<file path="src/rtl/fifo_pkg.sv">
// Shared helpers for the single-clock FIFO family: depth computation and
// threshold legality. Pointer types are sized per instance inside each module.
package fifo_pkg;

  function automatic int fifo_depth(input int asize);
    return 1 << asize;
  endfunction

  function automatic bit thr_legal(input int depth, input int afull, input int aempty);
    return (afull >= 1) && (afull <= depth) && (aempty >= 0) && (aempty <= depth - 1);
  endfunction

endpackage

</file>
<file path="src/rtl/fifo_mem.sv">
// DEPTH x DSIZE storage: synchronous write port, asynchronous read port.
module fifo_mem
  import fifo_pkg::*;
#(
  parameter int DSIZE = 8,
  parameter int ASIZE = 3
) (
  input  logic             clk,
  input  logic             i_we,
  input  logic [ASIZE-1:0] i_waddr,
  input  logic [DSIZE-1:0] i_wdata,
  input  logic [ASIZE-1:0] i_raddr,
  output logic [DSIZE-1:0] o_rdata
);

  localparam int DEPTH = fifo_depth(ASIZE);

  logic [DSIZE-1:0] r_mem [DEPTH];

  always_ff @(posedge clk) begin
    if (i_we) r_mem[i_waddr] <= i_wdata;
  end

  assign o_rdata = r_mem[i_raddr];

endmodule

</file>
<file path="src/rtl/sync_fifo2.sv">
// Single-clock FIFO with optional first-word-fall-through, almost-full/empty
// thresholds, occupancy count, synchronous flush and sticky error flags.
module sync_fifo2
  import fifo_pkg::*;
#(
  parameter int DSIZE      = 8,
  parameter int ASIZE      = 3,
  parameter bit FWFT       = 1'b0,
  parameter int AFULL_THR  = fifo_depth(ASIZE) - 2,
  parameter int AEMPTY_THR = 1
) (
  input  logic             clk,
  input  logic             rst,
  input  logic             clr,
  input  logic             winc,
  input  logic [DSIZE-1:0] wdata,
  output logic             wfull,
  output logic             walmost_full,
  input  logic             rinc,
  output logic [DSIZE-1:0] rdata,
  output logic             rempty,
  output logic             ralmost_empty,
  output logic [ASIZE:0]   count,
  output logic             overflow,
  output logic             underflow
);

  localparam int DEPTH = fifo_depth(ASIZE);

  typedef logic [ASIZE:0] ptr_t;

  localparam ptr_t DEPTH_P  = ptr_t'(DEPTH);
  localparam ptr_t AFULL_P  = ptr_t'(AFULL_THR);
  localparam ptr_t AEMPTY_P = ptr_t'(AEMPTY_THR);

  if (!thr_legal(DEPTH, AFULL_THR, AEMPTY_THR)) begin : g_bad_thr
    $error("sync_fifo2: AFULL_THR must be 1..DEPTH and AEMPTY_THR 0..DEPTH-1");
  end

  ptr_t             r_wptr, r_rptr, r_count;
  logic             r_full, r_afull, r_empty, r_aempty, r_ovf, r_udf;
  logic             w_wr_acc, w_rd_acc;
  ptr_t             w_wptr_nxt, w_rptr_nxt, w_count_nxt;
  logic [DSIZE-1:0] w_mem_rdata;

  // Flush wins over both requests; full/empty gate acceptance on registered flags.
  always_comb begin
    w_wr_acc    = winc && !r_full && !clr;
    w_rd_acc    = rinc && !r_empty && !clr;
    w_wptr_nxt  = r_wptr;
    w_rptr_nxt  = r_rptr;
    if (clr) begin
      w_wptr_nxt = '0;
      w_rptr_nxt = '0;
    end else begin
      if (w_wr_acc) w_wptr_nxt = r_wptr + ptr_t'(1);
      if (w_rd_acc) w_rptr_nxt = r_rptr + ptr_t'(1);
    end
    w_count_nxt = w_wptr_nxt - w_rptr_nxt;
  end

  always_ff @(posedge clk or posedge rst) begin
    if (rst) begin
      r_wptr   <= '0;
      r_rptr   <= '0;
      r_count  <= '0;
      r_full   <= 1'b0;
      r_afull  <= 1'b0;
      r_empty  <= 1'b1;
      r_aempty <= 1'b1;
      r_ovf    <= 1'b0;
      r_udf    <= 1'b0;
    end else begin
      r_wptr   <= w_wptr_nxt;
      r_rptr   <= w_rptr_nxt;
      r_count  <= w_count_nxt;
      r_full   <= (w_count_nxt == DEPTH_P);
      r_afull  <= (w_count_nxt >= AFULL_P);
      r_empty  <= (w_count_nxt == '0);
      r_aempty <= (w_count_nxt <= AEMPTY_P);
      if (winc && r_full && !clr)  r_ovf <= 1'b1;
      if (rinc && r_empty && !clr) r_udf <= 1'b1;
    end
  end

  fifo_mem #(
    .DSIZE (DSIZE),
    .ASIZE (ASIZE)
  ) u_mem (
    .clk     (clk),
    .i_we    (w_wr_acc),
    .i_waddr (r_wptr[ASIZE-1:0]),
    .i_wdata (wdata),
    .i_raddr (r_rptr[ASIZE-1:0]),
    .o_rdata (w_mem_rdata)
  );

  if (FWFT) begin : g_fwft
    assign rdata = r_empty ? '0 : w_mem_rdata;
  end else begin : g_reg_rd
    logic [DSIZE-1:0] r_rdata;
    always_ff @(posedge clk or posedge rst) begin
      if (rst)           r_rdata <= '0;
      else if (w_rd_acc) r_rdata <= w_mem_rdata;
    end
    assign rdata = r_rdata;
  end

  assign count         = r_count;
  assign wfull         = r_full;
  assign walmost_full  = r_afull;
  assign rempty        = r_empty;
  assign ralmost_empty = r_aempty;
  assign overflow      = r_ovf;
  assign underflow     = r_udf;

endmodule

</file>
<file path="config.mk">
export PLATFORM = sky130hd
export DESIGN_NAME = sync_fifo2
export DESIGN_NICKNAME = d
export VERILOG_FILES = /design/src/rtl/fifo_pkg.sv /design/src/rtl/fifo_mem.sv /design/src/rtl/sync_fifo2.sv
export SDC_FILE = /design/constraint.sdc
export NUM_CORES = 1
export LEC_CHECK = 0
export CAP_MARGIN = 20
export CORE_AREA = 5 5 121 66
export CTS_CLUSTER_SIZE = 24
export DETAILED_ROUTE_END_ITERATION = 7
export DIE_AREA = 0 0 126 71
export PLACE_DENSITY = 0.77
export SYNTH_ARGS = -nofsm -noshare
export SYNTH_HDL_FRONTEND = slang
export SYNTH_HIERARCHICAL = 1
export SYNTH_SLANG_ARGS = --single-unit
export TNS_END_PERCENT = 10
</file>
<file path="constraint.sdc">
create_clock -name clk -period 3.1 [get_ports clk]
set_input_delay 0.62 -clock clk [delete_from_list [all_inputs] [get_ports clk]]
set_output_delay 0.62 -clock clk [all_outputs]
set_load 0.02 [all_outputs]
</file>
==> run_1/final_congestion.png <==
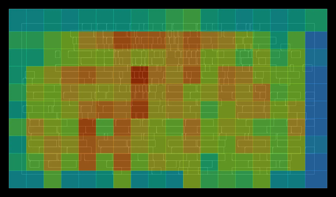
fraction of the core area covered by cells at the end of the flow: 64.50%
met1 track demand over resource in global routing: 25.14%
layer with the highest usage after global routing: met1
detailed-route wire length per cell: 19.39 µm

==> run_1/gate_families.png <==
Scale bar: 50 µm.
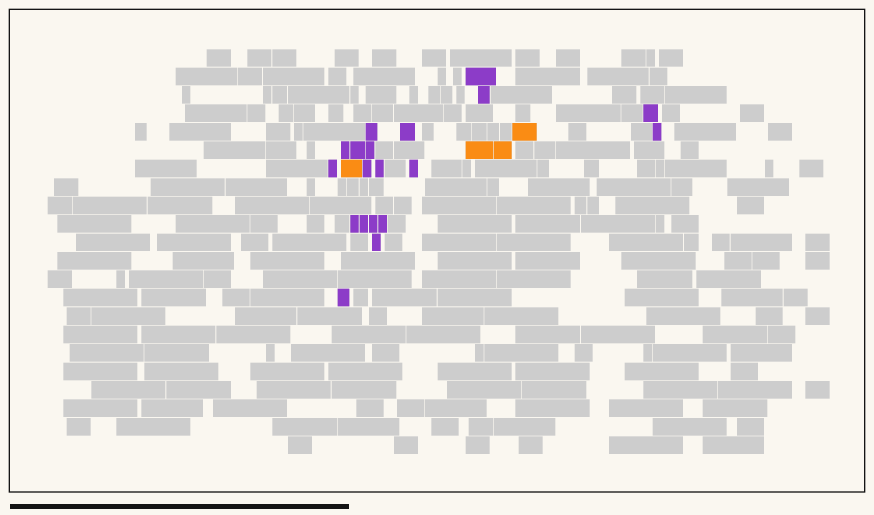
| family | colour | cells |
|---|---|---|
| AND-OR and OR-AND gates | orange | 4 |
| NOR gates | purple | 19 |
most used logic cell in the final layout: edfxtp_1
multi-input combinational area share: 23.97%

==> results.txt, run 1 <==
Results of an implementation run.

Net switching is a little over a quarter of the power. The share of total power in the clock network is between 20 and 30%. The internal power component is about 0.0025 W. IR analysis of the VDD net gives a maximum drop of around 430 µV. The post-synth count of flops with an enable pin is around 64. STA shows the worst min-delay path finishing at underflow. The standard-cell row count is 22. The shortest clock period the worst path allows after layout is between 2000 and 3000 ps. The power spent charging and discharging nets is approximately 0.0009 W. In this run the horizontal extent of the chip is 126 µm.

The met3 wirelength from detailed routing is 738 µm. The largest cell class by area is flip-flops and latches. The kind of launch point of the worst setup path is an input port. The clock sink count is ~90.

For this run, the detailed router reports a per-instance via density of between 5 and 6. met3 track demand over resource after global routing is around 6.3%. The cell type that accounts for the most area after synthesis is edfxtp_1. Total power for the finished layout comes to 0.003404 W. The post-cts hold buffer count is 0. In this run the top signal layer used is met4. The endpoint arrival time on the critical path is 3030 ps. The pin closest to its max-slew limit shows a slew of roughly 570 ps. The hold path startpoint is underflow. The number of endpoints with negative hold slack in the final report is 0. Setup total negative slack on the finished layout was measured at 0 ps. The full die area is 8946 µm². The sequential cells in the finished layout cover a total of about 2600 µm². The count of antenna diodes in the layout is 0.

The cell count of the worst hold path is 1. Once synthesis finished, the tally of register bits stood at about 90. Setup repair after global routing left no endpoint under its margin.

The maximum root-to-sink buffer count is 2. The kind of cell with the highest combined delay along the critical path is simple AND/OR/NAND/NOR gates. The finished cells cover 4474 µm². In the post-synthesis netlist, the biggest area contributors are edfxtp_1 (51%), dfrtp_1 (16%), mux4_1 (10%).

For this run, the post-layout net count is between 200 and 300. The largest net degree at the start of global routing is 23. In this run, placement finished with an instance count of about 340. The fraction of final layout cells sized beyond drive strength 1 is 19.39%. The number of antenna violations at the first check in global routing came to 0. The group drawing the most power is registers. The non-clock buffer share of cell area is around a tenth. The type of the tightest min-delay check is reg2reg. Per the OpenROAD power report, leakage power amounts to around 1.7 nW. The quantity of gates resized following cts is 0.

The chip area line in the Yosys stat output reads about 3800 µm². The register ranked first by flip-flop count is u_mem/r_mem. After layout, the setup clock skew is reported as ~6.3 ps. The delay of the slowest cell on the worst path is about 490 ps. Summed over all nets, wire length on met2 after detailed routing comes to 2993 µm. The critical path maximum fanout is 3. The flow ran to the end, and the final reports show no timing, DRC or antenna violations. Per report_power, the sequential group accounts for 45.5% of the total.

Looking at the setup timing report, the critical path kind is in2reg. The first global-routing pass estimated approximately 11000 µm of wire. When the netlist entered floorplanning its net count stood at 231. Recorded from the global router log, the overflow total was 0.

The critical path starts at rinc. The CTS tree is yes. The top-level I/O count is 31. Across the placement rows, the number of tap cells is roughly 96. The layout-stage area growth over the synthesis result is 18.88%.
==> run_1/metal_stack.png <==
Scale bar: 50 µm.
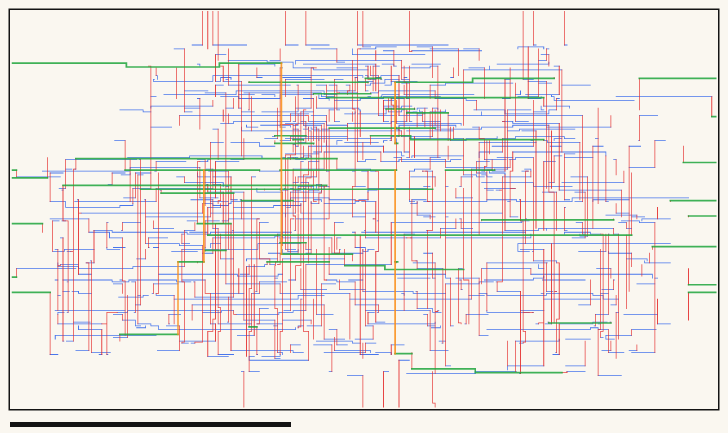
| layer | colour | wire length |
|---|---|---|
| met1 | blue | 3120 µm |
| met2 | red | 2990 µm |
| met3 | green | 739 µm |
| met4 | orange | 107 µm |
Routed WL: 6962 µm
Overall Global Routing Usage: 16.84%
vias post-DR: 1993

==> run_1/density.png <==
13 x 7 tiles, from dark blue (low) to red (high), 0 to 100% covered.
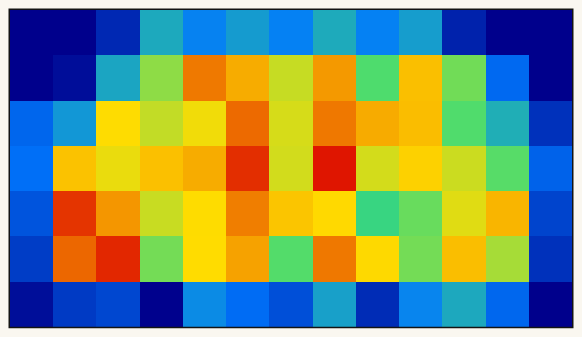
emptiest ninth of the die: upper left
mean over tiles: 49%
tiles over 75% full: 30%
densest ninth of the die: centre
fullest tile: 98%
nearly empty tiles: 8.8%
floorplan utilization: 54.26%
area of the core: 6937 µm²

-- run 1: kinds of logic (layout without fill, tap and decap cells) --
kind of cell,Yosys count,after routing,share of synthesized area (%)
buf+inv,20,71,3.092
mux,34,34,16.39
compound gates,14,14,2.593
xor+xnor,5,5,1.164
flops,90,90,68.42
simple gates,43,43,6.150
fa+ha+maj,6,6,2.194
-- run 1: cell usage after synthesis, types with 2 or more instances --
master / instances
nor2_1: 12
nor3_1: 3
buf_2: 2
nor2b_1: 2
o21ai_0: 2
a21oi_1: 3
ha_1: 5
dfrtp_1: 24
edfxtp_1: 64
mux4_1: 15
mux2_2: 16
or2_2: 4
clkbuf_1: 3
o21bai_1: 2
nand2_1: 6
buf_6: 3
nand3_1: 4
xor2_1: 3
nand2b_1: 4
mux2i_1: 2
xnor2_1: 2
inv_1: 10
dfstp_2: 2
==> run_1/clock_map.png <==
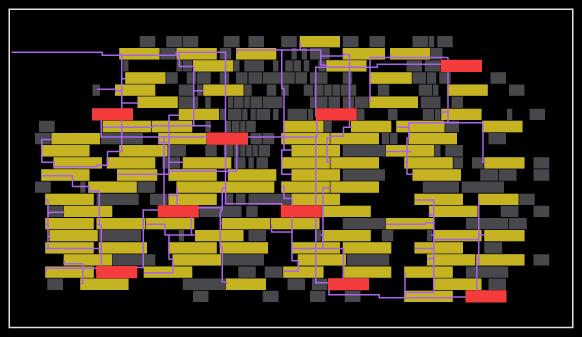

==> run 2, diff against run 1 <==
Settings changed: CTS_CLUSTER_SIZE 24 to 25.
Clock period 3.1 ns to 2.6 ns, I/O delays scaled along.
==> run_2/clock_map.png <==
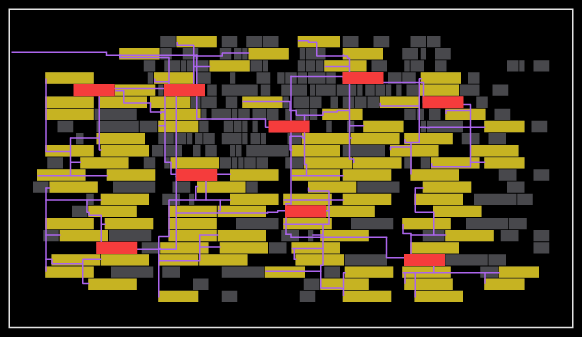
[clock wires] purple | length: 976 µm
[flip-flops] yellow | count: 90
[cells driving clock nets] red | count: 9
flops lie: all over the die
routed clock nets: 10
power drawn by the clock network: 0.00115 W
Insertion Delay late pin: 340 ps
clock skew after layout: 6.648 ps
relative contribution of the clock network to total power: 27.7%

==> run_2/metal_stack.png <==
Scale bar: 50 µm.
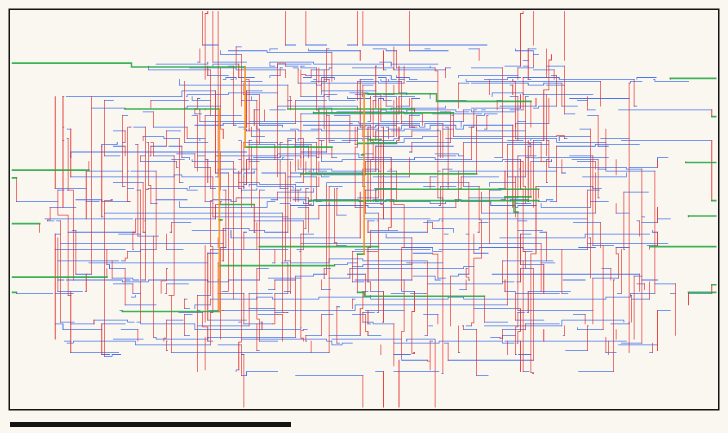
| layer | colour | wire length |
|---|---|---|
| met1 | blue | 3540 µm |
| met2 | red | 3040 µm |
| met4 | orange | 78.9 µm |
| met3 | green | 434 µm |
vias post-DR: 1968
Routed WL: 7086 µm
Overall Global Routing Usage: 17.46%
detailed-route wire length per cell: 19.26 µm

==> results.txt, run 2 <==
Results of an implementation run.

Post-synth top cells: edfxtp_1 (64), dfrtp_1 (24), mux2_2 (16) (unchanged). The leakage power was 1.707 nW (was 1.654 nW). The largest net degree at the start of global routing came to 27 (was 23). The highest-delay cell along the critical path was clkdlybuf4s50_1 (unchanged). The critical path class is in2reg (unchanged). The largest fanout on the critical path was 3 (unchanged). RSZ-0062 raised after global routing: yes (was no). The sequential cell area was 2575 µm² (unchanged).

The post-synthesis compound-gate area fraction is 2.593% (unchanged). The top-level I/O count is 31 (unchanged). The final cell utilization of the core came to 65.82% (was 64.50%). The number of non-clock buffers was 54 (was 46). The tap cell count is 96 (unchanged). The kind of launch point of the worst setup path is an input port (unchanged).

Main area contributors after synthesis: edfxtp_1 (51%), dfrtp_1 (16%), mux4_1 (10%) (unchanged). The register bit total from synthesis is 90 (unchanged). The fraction of standard cell area that is sequential is 56.40% (was 57.55%). The register ranked first by flip-flop count is u_mem/r_mem (unchanged). Sequence of cells on the critical path: clkdlybuf4s50_1 > nand2b_1 > mux2i_1 > or2_2 > inv_1 > ha_1 > nor2b_1 > o21ai_1 > and2_1 > nand4_1 > a21oi_2 (was clkdlybuf4s50_1 > nor2b_1 > nand2_1 > xor2_1 > or2_2 > ha_1 > o21ai_0 > a21oi_1 > o21ai_0 > a21oi_1).

The area share of the leading cell type in the synthesized netlist is 51.06% (unchanged). The maximum level of the CTS H-tree was 3 (unchanged). The CTS tree was yes (unchanged). The average vias per placed instance is 5.348 (was 5.552). The number of iterations in the first detailed-routing pass is 4 (unchanged). The post-CTS setup-driven buffer insertion count came to 0 (unchanged). The number of sequential cells in the layout is 90 (unchanged). The count of nets left with antenna violations after detail routing was 0 (unchanged). The clock sink count was 90 (unchanged). The end of the worst register-to-register path is wfull (unchanged). After layout, the minimum clock period comes to ~2500 ps. The share of flip-flops with an asynchronous set or reset is 28.89% (unchanged).

The critical path buffer and inverter count is 2 (was 1). The total core area came to 6937 µm² (unchanged). The worst hold slack was 470.8 ps (was 471.3 ps). The number of design-rule violations left by the first detailed-router iteration is 126 (was 118).

The layout multi-input combinational cell count is 102 (unchanged). The clock network area share is 5.782% (was 5.565%). The slew at the pin closest to its max-slew limit is 363.1 ps (was 573.2 ps). The post-synthesis net count is 231 (unchanged).

The largest vdd supply drop was 568.2 µV (was 430.5 µV). The post-layout instance area is 4566 µm² (was 4474 µm²). The flip-flop count of the largest register, all copies and words added is 64 (unchanged). The multiplexer share of the synthesized area is 16.39% (unchanged). The post-detailed-placement half-perimeter wirelength is 4757 µm (was 4776 µm). The met2 global-route usage is 24.07% (was 22.37%). The placed standard-cell area is 4285 µm² (was 4225 µm²). The number of endpoints failing setup at the final stage is 0 (unchanged). The first-pass GRT wire length is 11360 µm (was 10770 µm).

The fraction of final layout cells sized beyond drive strength 1 is 23.90% (was 19.39%). The highest attainable clock frequency is approximately 400 MHz. The synthesized area per cell is 17.75 µm² (unchanged). The final weighted congestion in routability-driven placement is 0.8652 (was 0.8170). The number of distinct library cell variants in the gate-level netlist after synthesis is 42 (unchanged). The hold path startpoint is overflow (was underflow).

The post-synthesis cell type with the largest instance count is edfxtp_1 (unchanged). The count of tool warnings is 27 (was 26). The nature of the critical path endpoint is a flip-flop (unchanged). The fraction of the mapped netlist area in adder cells is 2.194% (unchanged).

The post-cts hold buffer count was 0 (unchanged). The full die area is 8946 µm² (unchanged). The parity-gate share of the synthesized area counting xor and xnor cells came to 1.164% (unchanged). The origin of the critical flop-to-flop path is r_wptr[0] (was r_rptr[1]). The die boundary height is 71 µm (unchanged). The hold-critical path endpoint is overflow (was underflow). The logic depth of the worst register-to-register path is 10 (was 9). The simple-gate share of the synthesized area came to 6.150% (unchanged). The root cell of the clock tree is clkbuf_16 (unchanged).

Commonest non-fill, non-tap cells in the layout: edfxtp_1 (64), clkdlybuf4s50_1 (30), dfrtp_1 (24), buf_4 (24), mux2_2 (16) (was edfxtp_1 (64), clkdlybuf4s50_1 (30), dfrtp_1 (24)). The yosys stat cell total is 212 (unchanged). The type of the tightest min-delay check was reg2reg (unchanged).

The global-route track usage on met3 came to 7.240% (was 6.335%). The delay of the slowest cell on the worst path is 470 ps (was 490 ps). The power density relative to cell area is 909.6 nW/µm² (was 760.7 nW/µm²).

The number of antenna violations at the first check in global routing is 0 (unchanged). The area of the multi-input gates is 1089 µm² (was 1072 µm²). The number of cells on the critical path came to 11 (was 10). The sequential element share of the synthesized area is 68.42% (unchanged). The headroom to the max-slew limit is 75.80% (was 61.79%).

The area figure in the yosys stat output is 3764 µm² (unchanged). The number of ordinary inverters in the final layout is 10 (unchanged). The cell class ranked first by area is flip-flops and latches (unchanged).

The most used flip-flop cell after synthesis is edfxtp_1 (unchanged). The standard-cell row count is 22 (unchanged). The count of clock buffers in the final design came to 12 (was 14). The yosys synthesis warning count was 6 (unchanged).

The count of flip-flops with a built-in enable after synthesis is 64 (unchanged). The non-clock buffer share of cell area is 10.52% (was 9.396%). Status: finished clean (unchanged). The max-cap check violation count is 0 (unchanged).

The number of buffers added by the clock tree synthesis step is 9 (unchanged). The synthesized area is 3764 µm² (unchanged). Dividing the final minimum period by the clock period gives ~95%.

The final total power came to 0.004153 W (was 0.003404 W). The top cell type by total area after synthesis is edfxtp_1 (unchanged). The layout-stage area growth over the synthesis result is 21.31% (was 18.88%). The count of antenna diodes in the layout is 0 (unchanged). The DRC violation count after routing is 0 (unchanged).

The quantity of gates resized following cts is 0 (unchanged). The reg-to-reg setup timing slack is 190 ps (was 490 ps). The cell count of the worst hold path is 1 (unchanged).

The number of fill cells is 486 (was 503). The max-slew violation count was 0 (unchanged). The maximum root-to-sink buffer count is 2 (unchanged). The capturing element of the worst setup path is wfull (unchanged). The number of nets at the end of the flow is 286 (was 278). The horizontal die dimension is 126 µm (unchanged). The data required time of the critical path was 2860 ps (was 3350 ps).

The top logic cell family in the synthesized netlist is multiplexers (unchanged). The effective utilization at floorplan came to 54.26% (unchanged). The endpoint arrival time on the critical path is 2740 ps (was 3030 ps). The dominant delay contributor by cell family on the critical path is simple AND/OR/NAND/NOR gates (unchanged). The total congestion overflow is 0 (unchanged).

The met1 track demand over resource is 25.72% (was 25.14%). The instance count of the mapped netlist came to 212 (unchanged). The share of cell area taken by multi-input logic gates was 23.84% (was 23.97%). The number of buffer cells added on primary ports came to 30 (unchanged). The number of endpoints with negative hold slack in the final report is 0 (unchanged). The layer carrying the most global-route usage is met1 (unchanged). The number of global-route vias before repair came to 2038 (was 1877). The critical path launch point is winc (was rinc). The most frequent logic cell in the layout is edfxtp_1 (unchanged).
-- run 2: cell counts after synthesis --
Identical to the previous run, type by type.
-- run 2: per-layer routing --
layer | wire [µm] | vias up
li1 | - | 926
met1 | 3536 | 986
met2 | 3038 | 47
met3 | 433 | 9
met4 | 78 | 0
met5 | 0 | -
-- run 2: through the flow --
step	setup slack [ps]	instances	setup TNS, ps
after detailed placement	-337.5	352	-1572
final	123.5	368	0
after floorplan	113.0	212	0
after CTS	4.299	368	0
after global placement	-342.0	352	-1457
after global routing	-5.267	368	-5.267
-- run 2: power breakdown --
group	switching, W	total (W)	internal, W
clock network	0.000485	0.00115	0.000663
logic	0.000569	0.00117	0.000603
registers	0.0000904	0.00183	0.00174
total	0.00115	0.00415	0.00301
No activity file was given, so power comes from the tool's default toggle rates.
